[src/rtl/kd_tree_pkg.sv]
// Shared types and default widths for the kd-tree sequencer slice.
//   kd_seq_state_t      : sequencer state encoding
//   DEF_INTERNAL_WIDTH  : aggregated node word width (index + median)
//   DEF_PATCH_WIDTH     : query patch width
//   DEF_ADDRESS_WIDTH   : node address / leaf index width
package kd_tree_pkg;

    typedef enum logic [1:0] {
        ST_IDLE   = 2'd0,
        ST_LOAD   = 2'd1,
        ST_SEARCH = 2'd2,
        ST_DRAIN  = 2'd3
    } kd_seq_state_t;

    localparam int DEF_INTERNAL_WIDTH = 22;
    localparam int DEF_PATCH_WIDTH    = 55;
    localparam int DEF_ADDRESS_WIDTH  = 8;

endpackage

[src/rtl/kd_seq_result_fifo.sv]
// Result FIFO for the kd-tree sequencer: synchronous, registered outputs.
// A push into an empty FIFO appears on the outputs the following cycle.
// Ports:
//   clk, rst            : clock, async active-high reset
//   push, push_data     : write strobe and word (never pushed when full)
//   pop_ready           : consumer accepts out_data when out_valid
//   out_valid, out_data : registered head of queue
//   empty               : nothing stored and nothing presented
module kd_seq_result_fifo
    import kd_tree_pkg::*;
#(
    parameter int WIDTH = 24,
    parameter int DEPTH = 16
) (
    input  logic             clk,
    input  logic             rst,
    input  logic             push,
    input  logic [WIDTH-1:0] push_data,
    input  logic             pop_ready,
    output logic             out_valid,
    output logic [WIDTH-1:0] out_data,
    output logic             empty
);

    localparam int PW = $clog2(DEPTH);

    logic [WIDTH-1:0] mem [DEPTH];
    logic [PW-1:0]    wr_ptr;
    logic [PW-1:0]    rd_ptr;
    logic [PW:0]      cnt;
    logic             take;
    logic             from_mem;
    logic             bypass;
    logic             store;

    // Output register reloads when empty or being popped; stored words are
    // older than the incoming push, so they take priority over the bypass.
    assign take     = !out_valid || pop_ready;
    assign from_mem = take && (cnt != '0);
    assign bypass   = take && (cnt == '0) && push;
    assign store    = push && !bypass;
    assign empty    = !out_valid && (cnt == '0);

    always_ff @(posedge clk or posedge rst) begin
        if (rst) begin
            wr_ptr    <= '0;
            rd_ptr    <= '0;
            cnt       <= '0;
            out_valid <= 1'b0;
            out_data  <= '0;
        end else begin
            if (take) begin
                if (from_mem) begin
                    out_data <= mem[rd_ptr];
                end else if (bypass) begin
                    out_data <= push_data;
                end
                out_valid <= from_mem || bypass;
            end
            if (store)    wr_ptr <= wr_ptr + 1'b1;
            if (from_mem) rd_ptr <= rd_ptr + 1'b1;
            case ({store, from_mem})
                2'b10:   cnt <= cnt + 1'b1;
                2'b01:   cnt <= cnt - 1'b1;
                default: cnt <= cnt;
            endcase
        end
    end

    always_ff @(posedge clk) begin
        if (store) mem[wr_ptr] <= push_data;
    end

endmodule

[src/rtl/kd_tree_sequencer.sv]
// kd-tree sequencer: loads NUM_NODES internal-node words into the tree, then
// streams query patches with credit-based flow control and returns
// {qid, leaf} results in issue order.
// Ports:
//   clk, rst                         : clock, async active-high reset
//   start, query_count               : run request (IDLE only)
//   node_valid/ready/data            : aggregator node stream
//   tree_fsm_enable                  : high in LOAD and SEARCH
//   tree_sender_enable/data, tree_node_addr : node write to tree
//   patch_valid/ready/data           : query stream
//   tree_patch_valid, tree_patch_out : patch issue to tree
//   tree_leaf_index                  : tree result, TREE_LATENCY after issue
//   result_valid/ready/leaf/qid      : result stream
//   busy, done                       : run status, end-of-run pulse
// Optional macro KD_SEQ_PERF_CNT_EN adds perf_load_cycles and
// perf_stall_cycles (saturating, cleared on start).
module kd_tree_sequencer
    import kd_tree_pkg::*;
#(
    parameter int INTERNAL_WIDTH = DEF_INTERNAL_WIDTH,
    parameter int PATCH_WIDTH    = DEF_PATCH_WIDTH,
    parameter int ADDRESS_WIDTH  = DEF_ADDRESS_WIDTH,
    parameter int NUM_NODES      = 255,
    parameter int TREE_LATENCY   = 8,
    parameter int OUT_DEPTH      = 16,
    parameter int QID_WIDTH      = 16
) (
    input  logic                      clk,
    input  logic                      rst,
    input  logic                      start,
    input  logic [QID_WIDTH-1:0]      query_count,
    input  logic                      node_valid,
    output logic                      node_ready,
    input  logic [INTERNAL_WIDTH-1:0] node_data,
    output logic                      tree_fsm_enable,
    output logic                      tree_sender_enable,
    output logic [INTERNAL_WIDTH-1:0] tree_sender_data,
    output logic [ADDRESS_WIDTH-1:0]  tree_node_addr,
    input  logic                      patch_valid,
    output logic                      patch_ready,
    input  logic [PATCH_WIDTH-1:0]    patch_data,
    output logic                      tree_patch_valid,
    output logic [PATCH_WIDTH-1:0]    tree_patch_out,
    input  logic [ADDRESS_WIDTH-1:0]  tree_leaf_index,
    output logic                      result_valid,
    input  logic                      result_ready,
    output logic [ADDRESS_WIDTH-1:0]  result_leaf,
    output logic [QID_WIDTH-1:0]      result_qid,
    output logic                      busy,
    output logic                      done
`ifdef KD_SEQ_PERF_CNT_EN
    ,
    output logic [31:0]               perf_load_cycles,
    output logic [31:0]               perf_stall_cycles
`endif
);

    localparam int LW = ADDRESS_WIDTH + 1;
    localparam int CW = $clog2(OUT_DEPTH) + 1;

    kd_seq_state_t state, state_next;

    logic [LW-1:0]        load_cnt;
    logic [QID_WIDTH-1:0] q_count;
    logic [QID_WIDTH-1:0] issued;
    logic [QID_WIDTH-1:0] qid_reg;
    logic [CW-1:0]        credits;
    logic [TREE_LATENCY-1:0] pipe_v;
    logic [QID_WIDTH-1:0] pipe_q [TREE_LATENCY];
    logic                 node_hs;
    logic                 issue;
    logic                 pop;
    logic                 fifo_empty;
    logic                 pipe_empty;
    logic [QID_WIDTH+ADDRESS_WIDTH-1:0] fifo_out;

    assign node_ready      = (state == ST_LOAD);
    assign patch_ready     = (state == ST_SEARCH) && (credits != '0) && (issued < q_count);
    assign node_hs         = node_valid && node_ready;
    assign issue           = patch_valid && patch_ready;
    assign pop             = result_valid && result_ready;
    assign tree_fsm_enable = (state == ST_LOAD) || (state == ST_SEARCH);
    assign busy            = (state != ST_IDLE);
    assign pipe_empty      = !tree_patch_valid && (pipe_v == '0) && fifo_empty;
    assign result_qid      = fifo_out[QID_WIDTH+ADDRESS_WIDTH-1:ADDRESS_WIDTH];
    assign result_leaf     = fifo_out[ADDRESS_WIDTH-1:0];

    always_ff @(posedge clk or posedge rst) begin
        if (rst) state <= ST_IDLE;
        else     state <= state_next;
    end

    always_comb begin
        state_next = state;
        done       = 1'b0;
        case (state)
            ST_IDLE:   if (start) state_next = ST_LOAD;
            ST_LOAD:   if (node_hs && load_cnt == LW'(NUM_NODES - 1))
                           state_next = (q_count == '0) ? ST_DRAIN : ST_SEARCH;
            ST_SEARCH: if (issue && issued == q_count - 1'b1) state_next = ST_DRAIN;
            ST_DRAIN:  if (pipe_empty) begin
                           done       = 1'b1;
                           state_next = ST_IDLE;
                       end
            default:   state_next = ST_IDLE;
        endcase
    end

    always_ff @(posedge clk or posedge rst) begin
        if (rst) begin
            load_cnt           <= '0;
            q_count            <= '0;
            issued             <= '0;
            qid_reg            <= '0;
            credits            <= CW'(OUT_DEPTH);
            tree_sender_enable <= 1'b0;
            tree_sender_data   <= '0;
            tree_node_addr     <= '0;
            tree_patch_valid   <= 1'b0;
            tree_patch_out     <= '0;
            pipe_v             <= '0;
            for (int i = 0; i < TREE_LATENCY; i++) pipe_q[i] <= '0;
        end else begin
            if (state == ST_IDLE && start) begin
                q_count  <= query_count;
                load_cnt <= '0;
                issued   <= '0;
            end
            tree_sender_enable <= node_hs;
            if (node_hs) begin
                tree_sender_data <= node_data;
                tree_node_addr   <= load_cnt[ADDRESS_WIDTH-1:0];
                load_cnt         <= load_cnt + 1'b1;
            end
            tree_patch_valid <= issue;
            if (issue) begin
                tree_patch_out <= patch_data;
                qid_reg        <= issued;
                issued         <= issued + 1'b1;
            end
            // The issue register is stage 0; the last pipe stage lines up
            // with the cycle the tree presents the matching leaf index.
            pipe_v[0] <= tree_patch_valid;
            pipe_q[0] <= qid_reg;
            for (int i = 1; i < TREE_LATENCY; i++) begin
                pipe_v[i] <= pipe_v[i-1];
                pipe_q[i] <= pipe_q[i-1];
            end
            // Credits cover in-flight plus buffered results, so the FIFO
            // can never overflow.
            case ({issue, pop})
                2'b10:   credits <= credits - 1'b1;
                2'b01:   credits <= credits + 1'b1;
                default: credits <= credits;
            endcase
        end
    end

    kd_seq_result_fifo #(
        .WIDTH (QID_WIDTH + ADDRESS_WIDTH),
        .DEPTH (OUT_DEPTH)
    ) u_fifo (
        .clk       (clk),
        .rst       (rst),
        .push      (pipe_v[TREE_LATENCY-1]),
        .push_data ({pipe_q[TREE_LATENCY-1], tree_leaf_index}),
        .pop_ready (result_ready),
        .out_valid (result_valid),
        .out_data  (fifo_out),
        .empty     (fifo_empty)
    );

`ifdef KD_SEQ_PERF_CNT_EN
    always_ff @(posedge clk or posedge rst) begin
        if (rst) begin
            perf_load_cycles  <= '0;
            perf_stall_cycles <= '0;
        end else if (state == ST_IDLE && start) begin
            perf_load_cycles  <= '0;
            perf_stall_cycles <= '0;
        end else begin
            if (state == ST_LOAD && perf_load_cycles != '1)
                perf_load_cycles <= perf_load_cycles + 32'd1;
            if (state == ST_SEARCH && patch_valid && !patch_ready && perf_stall_cycles != '1)
                perf_stall_cycles <= perf_stall_cycles + 32'd1;
        end
    end
`endif

endmodule
[config.mk]
export PLATFORM = sky130hd
export DESIGN_NAME = kd_tree_sequencer
export DESIGN_NICKNAME = d
export VERILOG_FILES = /design/src/rtl/kd_tree_pkg.sv /design/src/rtl/kd_seq_result_fifo.sv /design/src/rtl/kd_tree_sequencer.sv
export SDC_FILE = /design/constraint.sdc
export NUM_CORES = 1
export LEC_CHECK = 0
export CAP_MARGIN = 20
export CORE_MARGIN = 2
export CORE_UTILIZATION = 50
export DETAILED_ROUTE_END_ITERATION = 10
export HOLD_SLACK_MARGIN = 0.02
export PLACE_DENSITY = 0.7
export SLEW_MARGIN = 5
export SYNTH_ARGS = -nofsm -noshare
export SYNTH_HDL_FRONTEND = slang
export SYNTH_HIERARCHICAL = 1
export SYNTH_SLANG_ARGS = --single-unit
[constraint.sdc]
create_clock -name clk -period 15.8 [get_ports clk]
set_clock_uncertainty 0.2 [all_clocks]
set_input_delay 3.16 -clock clk [delete_from_list [all_inputs] [get_ports clk]]
set_output_delay 3.16 -clock clk [all_outputs]
set_load 0.05 [all_outputs]
==> Flow_metrics.wiki <==
=== Physical design figures ===
{| class="wikitable"
! Metric !! Value
|-
| Number of synthesized flops with an enable pin || between 300 and 400
|-
| Critical path buffer and inverter count || 2
|-
| Leakage component of the power || approximately 14 nW
|-
| Fmax achieved || 0.146 GHz
|-
| Startpoint type of the worst setup path || flip-flop
|-
| Clock Tree Buf Depth || 3
|-
| Via total after detailed routing || 14881
|-
| Number of cells in Yosys stat || 1625
|-
| Number of standard cells after synthesis || 1625
|-
| Max cap viols || 0
|-
| Count of input and output buffers || 223
|-
| Most heavily used metal layer in global routing || met2
|-
| First-pass GRT wire length || 90200 um
|-
| Area share of the largest cell type after synthesis || a little over two fifths
|-
| Number of global-route vias before repair || 15801
|-
| Post-layout period usage || a little over two fifths
|-
| Outcome || finished, final reports clean
|-
| Maximum number of pins on one net before global-route repair || between 100 and 150
|-
| DP HPWL || 32800 um
|-
| Layout fillers || 3922
|-
| Async S/R FF share, synth || 45.8%
|-
| Number of register bits inferred by synthesis || 709
|-
| Ordered list of cells on the worst path || inv_1, ha_1, nor2b_1, o211ai_1, a21oi_1, o311a_1, nor4_1, clkdlybuf4s50_1
|-
| Worst reg-to-reg setup slack || ~12000 ps
|-
| Cell count of the worst hold path || 0
|-
| Synth-to-layout area growth || 20.3%
|-
| Area fraction in mux cells || 11.9%
|-
| Arithmetic-cell share of the synthesized area counting full adders, half adders and majority gates || 1.83%
|-
| Post-CTS Hold Fix Bufs || 0
|-
| Sequential area share after synthesis || 72.6%
|-
| Most flops, register || u_fifo/mem
|-
| Top comb family, area || multiplexers
|-
| Worst ir drop on vdd || roughly 0.07 mV
|-
| Metal-1 WL || between 20000 and 25000 um
|-
| Worst slew pin tran || 1020 ps
|-
| Remaining DRCs || 0
|-
| Die width || 237 um
|}
==> worst max-delay path by stage <==
stage                                start                             to  slack [ps]  cells after the start
floorplan                              rst         credits[0]$_DFFE_PP0P_        4520                      1
global placement                       rst  tree_patch_out[4]$_DFFE_PP0P_        9380                      4
detailed placement                     rst  tree_patch_out[0]$_DFFE_PP0P_        9300                      4
finish              q_count[1]$_DFFE_PP0P_                    patch_ready        8930                      8
CTS                 q_count[1]$_DFFE_PP0P_                    patch_ready        8890                      8
global route        q_count[1]$_DFFE_PP0P_                    patch_ready        8830                      8
==> cells in the final DEF, fill, tap and decap left out, types with 4 or more instances in the layout <==
cell / count
edfxtp_1: 384
dfrtp_1: 321
clkdlybuf4s50_1: 223
nand2_1: 175
mux2_2: 75
clkbuf_16: 75
mux2i_1: 73
mux4_2: 72
a22oi_1: 48
o21ai_0: 38
ha_1: 38
o211ai_1: 36
buf_4: 33
nor2_1: 28
inv_1: 28
xnor2_1: 21
clkbuf_1: 21
a21oi_1: 18
nand3_1: 16
o21ai_1: 16
xor2_1: 15
nor2_2: 12
and3_1: 11
nand2b_1: 11
clkbuf_8: 11
nor3_1: 10
o211ai_2: 10
nand4_1: 9
nor2b_1: 7
nor4_1: 6
inv_6: 6
clkinv_2: 6
bufinv_16: 6
a21o_1: 5
clkinv_1: 5
or4_1: 4
clkinvlp_4: 4
nor3_2: 4
==> layout make-up <==
class	instances	area share [%]
Sequential cell	709	60.4
Multi-Input combinational cell	808	21.2
Timing Repair Buffer	258	7.78
Clock buffer	107	6.47
Tap cell	696	2.67
Clock inverter	29	1.08
Inverter	33	0.403
==> where the power goes <==
part	switching [W]	total [W]	internal (W)	leakage [nW]
Clock	0.000706	0.00174	0.00103	1.19
Combinational	0.0000756	0.000127	0.0000518	3.96
Sequential	0.0000137	0.00197	0.00196	8.60
==> images/ff_map.png <==
Bar = 50 um. Other sequential cells in the stronger grey, the rest of the logic in the fainter grey.
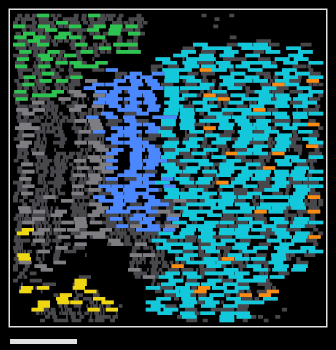
[u_fifo/out_data] orange | placed flops: 24
[tree_patch_out] green | placed flops: 55 | where: north-west
[pipe_q] blue | placed flops: 128
[u_fifo/mem] cyan | placed flops: 384
[tree_sender_data] yellow | placed flops: 22 | where: south-west
not coloured: 96
sequential cell area share: 60.4%
post-route core utilization: 60.7%
storage element area: 19700 um^2
Seq group: 0.00197 W

==> images/congestion_map.png <==
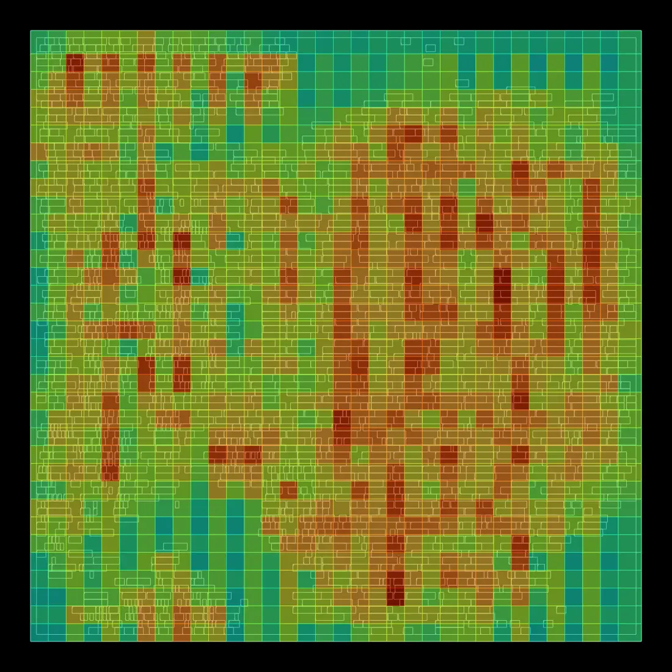
global-route met1 utilization: 27.3%
overall fraction of global-route tracks in use: 21.0%
met3 global-route usage: 4.58%

==> images/class_map.png <==
Bar = 50 um.
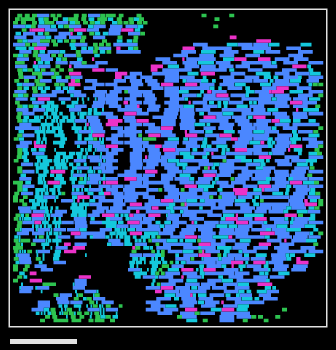
[sequential cells] blue | cells: 709 | share of their area: 62%
[remaining buffers and delay cells] green | cells: 258 | share of their area: 8.0%
[remaining logic cells] cyan | cells: 841 | share of their area: 22%
[clock drivers and dummy loads] magenta | cells: 136 | share of their area: 7.7%

==> images/gates.png <==
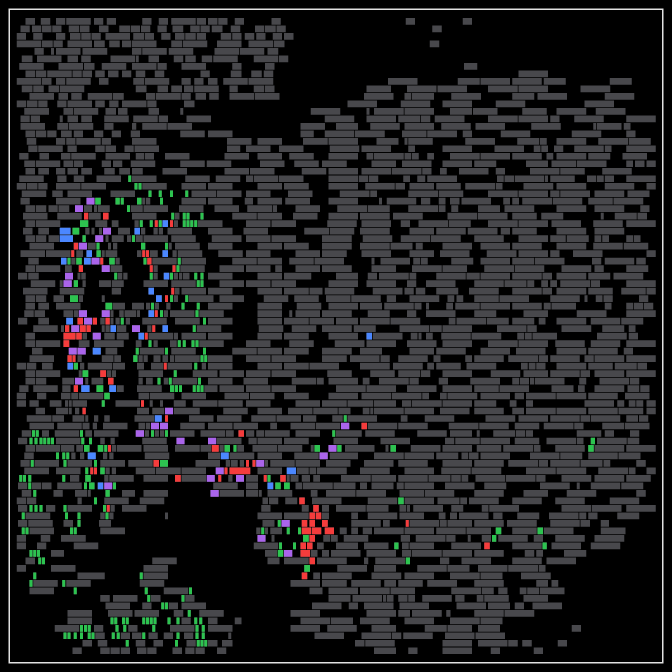
[nor cells] red | cells: 70
[xor and xnor cells] purple | cells: 36
[nand cells] green | cells: 218
[and/or cells] blue | cells: 27 | where: west
fraction of area in multi-input gates: 21.2%
Final Instance Count excl. Fillers: 2640
commonest non-fill, non-tap cell in the layout: edfxtp_1

No activity file was given, so power comes from the tool's default toggle rates.
